## config.mk

```make
export PLATFORM = sky130hd
export DESIGN_NAME = timer_bank
export DESIGN_NICKNAME = d
export VERILOG_FILES = /design/src/rtl/timer_bank.sv
export SDC_FILE = /design/constraint.sdc
export NUM_CORES = 1
export LEC_CHECK = 0
export ABC_CLOCK_PERIOD_IN_PS = 11100
export CAP_MARGIN = 20
export CORE_MARGIN = 2
export CORE_UTILIZATION = 53
export DETAILED_ROUTE_END_ITERATION = 8
export PLACE_DENSITY = 0.83
export SYNTH_ARGS = -nofsm -noshare
export SYNTH_HDL_FRONTEND = slang
export SYNTH_SLANG_ARGS = --single-unit
```

## constraint.sdc

```tcl
create_clock -name clk -period 11.1 [get_ports clk]
set_input_delay 2.22 -clock clk [delete_from_list [all_inputs] [get_ports clk]]
set_output_delay 2.22 -clock clk [all_outputs]
set_load 0.005 [all_outputs]
```

## src/rtl/timer_bank.sv

```systemverilog
// Multi-channel up-counting timer bank. Each channel has its own limit,
// prescaler, periodic/one-shot mode, sticky expiry flag and interrupt enable.
module timer_bank_chan #(
    parameter int WIDTH          = 32,
    parameter int PRESCALE_WIDTH = 8
) (
    input  logic                      clk,
    input  logic                      reset,
    input  logic                      wrCount,
    input  logic                      wrLimit,
    input  logic                      wrCtrl,
    input  logic [WIDTH-1:0]          wrData,
    input  logic                      flagClr,
    output logic [WIDTH-1:0]          count,
    output logic [WIDTH-1:0]          limit,
    output logic [WIDTH-1:0]          ctrlWord,
    output logic                      irqEn,
    output logic                      expired
);
    logic                      en;
    logic                      oneShot;
    logic [PRESCALE_WIDTH-1:0] prescale;
    logic [PRESCALE_WIDTH-1:0] psc;
    logic                      tick;
    logic                      live;
    logic                      atLimit;

    assign tick    = en && (psc == prescale);
    // A count or ctrl write swallows the tick; a limit write does not.
    assign live    = tick && !wrCount && !wrCtrl;
    assign atLimit = (count >= limit);

    always_comb begin
        ctrlWord                          = '0;
        ctrlWord[0]                       = en;
        ctrlWord[1]                       = oneShot;
        ctrlWord[2]                       = irqEn;
        ctrlWord[8 +: PRESCALE_WIDTH]     = prescale;
    end

    always_ff @(posedge clk or posedge reset) begin
        if (reset) begin
            count    <= '0;
            limit    <= '1;
            en       <= 1'b0;
            oneShot  <= 1'b0;
            irqEn    <= 1'b0;
            prescale <= '0;
            psc      <= '0;
            expired  <= 1'b0;
        end else begin
            if (wrLimit)
                limit <= wrData;

            if (wrCount || (wrCtrl && wrData[0] && !en) || tick)
                psc <= '0;
            else if (en)
                psc <= psc + 1'b1;

            if (wrCount)
                count <= wrData;
            else if (live) begin
                if (!atLimit)
                    count <= count + 1'b1;
                else if (!oneShot)
                    count <= '0;
            end

            if (wrCtrl) begin
                en       <= wrData[0];
                oneShot  <= wrData[1];
                irqEn    <= wrData[2];
                prescale <= wrData[8 +: PRESCALE_WIDTH];
            end else if (live && atLimit && oneShot)
                en <= 1'b0;

            // Set beats clear so an expiry is never lost to a coincident clear.
            if (live && atLimit)
                expired <= 1'b1;
            else if (flagClr)
                expired <= 1'b0;
        end
    end
endmodule

module timer_bank #(
    parameter int CHANNELS       = 4,
    parameter int WIDTH          = 32,
    parameter int PRESCALE_WIDTH = 8
) (
    input  logic                                              clk,
    input  logic                                              reset,
    input  logic                                              wrEn,
    input  logic [((CHANNELS > 1) ? $clog2(CHANNELS) : 1)-1:0] wrChan,
    input  logic [1:0]                                        wrField,
    input  logic [WIDTH-1:0]                                  wrData,
    input  logic [((CHANNELS > 1) ? $clog2(CHANNELS) : 1)-1:0] rdChan,
    input  logic [1:0]                                        rdField,
    output logic [WIDTH-1:0]                                  rdData,
    input  logic [CHANNELS-1:0]                               flagClr,
    output logic [CHANNELS*WIDTH-1:0]                         countOut,
    output logic [CHANNELS-1:0]                               expired,
    output logic                                              irq
);
    localparam int CW = (CHANNELS > 1) ? $clog2(CHANNELS) : 1;

    logic [CHANNELS-1:0][WIDTH-1:0] cnt;
    logic [CHANNELS-1:0][WIDTH-1:0] lim;
    logic [CHANNELS-1:0][WIDTH-1:0] ctl;
    logic [CHANNELS-1:0]            irqEnVec;

    for (genvar i = 0; i < CHANNELS; i++) begin : g_chan
        // Out-of-range channel numbers never match any instance.
        logic sel;
        assign sel = wrEn && (wrChan == CW'(i));

        timer_bank_chan #(
            .WIDTH          (WIDTH),
            .PRESCALE_WIDTH (PRESCALE_WIDTH)
        ) u_chan (
            .clk      (clk),
            .reset    (reset),
            .wrCount  (sel && (wrField == 2'd0)),
            .wrLimit  (sel && (wrField == 2'd1)),
            .wrCtrl   (sel && (wrField == 2'd2)),
            .wrData   (wrData),
            .flagClr  (flagClr[i]),
            .count    (cnt[i]),
            .limit    (lim[i]),
            .ctrlWord (ctl[i]),
            .irqEn    (irqEnVec[i]),
            .expired  (expired[i])
        );
    end

    assign countOut = cnt;
    assign irq      = |(expired & irqEnVec);

    always_comb begin
        rdData = '0;
        for (int i = 0; i < CHANNELS; i++) begin
            if (rdChan == CW'(i)) begin
                case (rdField)
                    2'd0:    rdData = cnt[i];
                    2'd1:    rdData = lim[i];
                    2'd2:    rdData = ctl[i];
                    default: rdData = WIDTH'(expired);
                endcase
            end
        end
    end
endmodule

```

==> flow_summary.ini <==
; synthesis and place-and-route metrics
[cells_and_area]
flop-count = 336
inverters = 150
fin_area_mm2 = 0.0273
syn_to_final_growth_pct = 16.9
bufAreaShareNonClock_pct = 9.44
lay_top_count = nand2_1

[clock_network]
clockBufferDepth = 3
post_cts_buffers = 0
clk_pin_slew_ps = 60
clock_sinks = 336
cts_made_buffers = 39

[setup_path]
cp_num_buf_inv = 4
reg2reg_setup_slack_ps = 7380
worstPathCellList = buf_4, buf_4, inv_1, nand2_1, o22ai_1, a221oi_1, o21ai_0, o21ai_0, clkdlybuf4s50_1
start_kind = input pin

[detailed_routing]
wl_per_cell_um = 27.3
drc = 0
drtIter0Drc = 3362

[logic_synthesis]
yosysTopAreaCell = dfrtp_1
synthCells = 2717
top_logic_kind = AND-OR/OR-AND gates

[grt]
antenna_found_initial = 4

[final_timing]
slew_viol_final = 0
setup_tns_ps = 0
setup_viol = 0
slew_headroom_pct = 20.1
period_used_pct = 69.7

[run]
warnings = 29

[outcome]
status = complete, no violations

[power_and_ir_drop]
power_leader = sequential cells
p_clk_share_pct = 23.4
powerClk_mw = 1.33
power_mw = 5.68
combPwrFrac_pct = 37.1
state kept, by name, indices dropped and copies added, names as in the netlist:
register,cells
g_chan.u_chan.limit,128
g_chan.u_chan.psc,32
g_chan.u_chan.irqEn,4
g_chan.u_chan.prescale,32
g_chan.u_chan.en,4
g_chan.u_chan.expired,4
g_chan.u_chan.oneShot,4
g_chan.u_chan.count,128
worst min-delay path: cells and delay by family (launching register included):
family / cells / cell delay [ps]
flip-flops: 1 / 380
AND-OR/OR-AND: 1 / 60
AND/OR/NAND/NOR: 1 / 40
routing by layer:
layer  vias to the layer above  share of wire (%)  GRT usage [%]
met5                         -                  0              0
met4                         0                7.7           26.5
met3                       460                 13           11.0
met2                      1807                 43           61.8
met1                     11407                 36           52.7
li1                      10107                  -              -
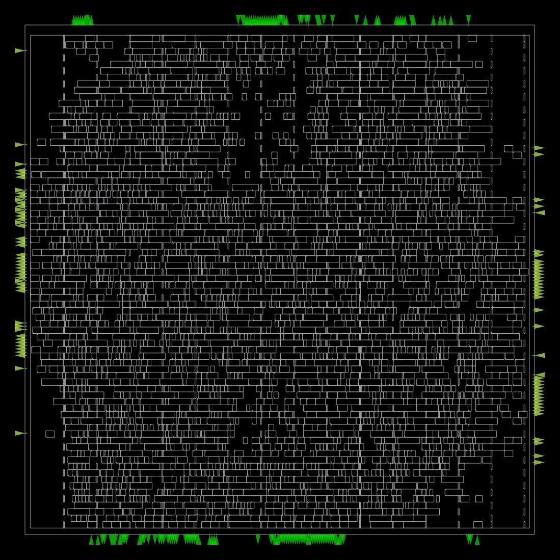
final_placement.png
fillers: 3,563
tap cell count: 585

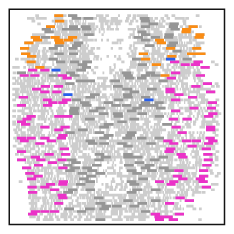
registers.png
Scale: 1 px per um. Other sequential cells in the stronger grey, the rest of the logic in the fainter grey.
legend:
  blue:
    signal: g_chan.u_chan.oneShot
    sequential_cells: 4
  magenta:
    signal: g_chan.u_chan.count
    sequential_cells: 128
  orange:
    signal: g_chan.u_chan.psc
    sequential_cells: 32
    where: a band across the top

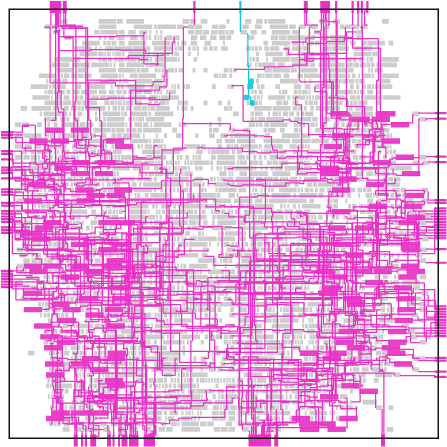
port_nets.png
Scale: 2 px per um.
legend:
  magenta:
    port: countOut
    bits: 128
    direction: output
    edge: 41 bottom, 36 right, 30 left, 21 top
    end_cells: 128
    buffers: 128
    wire: 20.9 mm
  cyan:
    port: wrEn
    bits: 1
    direction: input
    edge: top
    end_cells: 4
    buffers: 1
    wire: 49.7 um

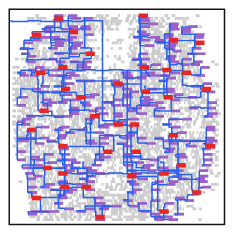
clock_map.png
Scale: 1 px per um.
legend:
  purple:
    item: flip-flops
    count: 336
  blue:
    item: clock wires
    length: 4,820 um
  red:
    item: cells driving clock nets
    count: 39
flops lie: all over the die
routed clock nets: 40

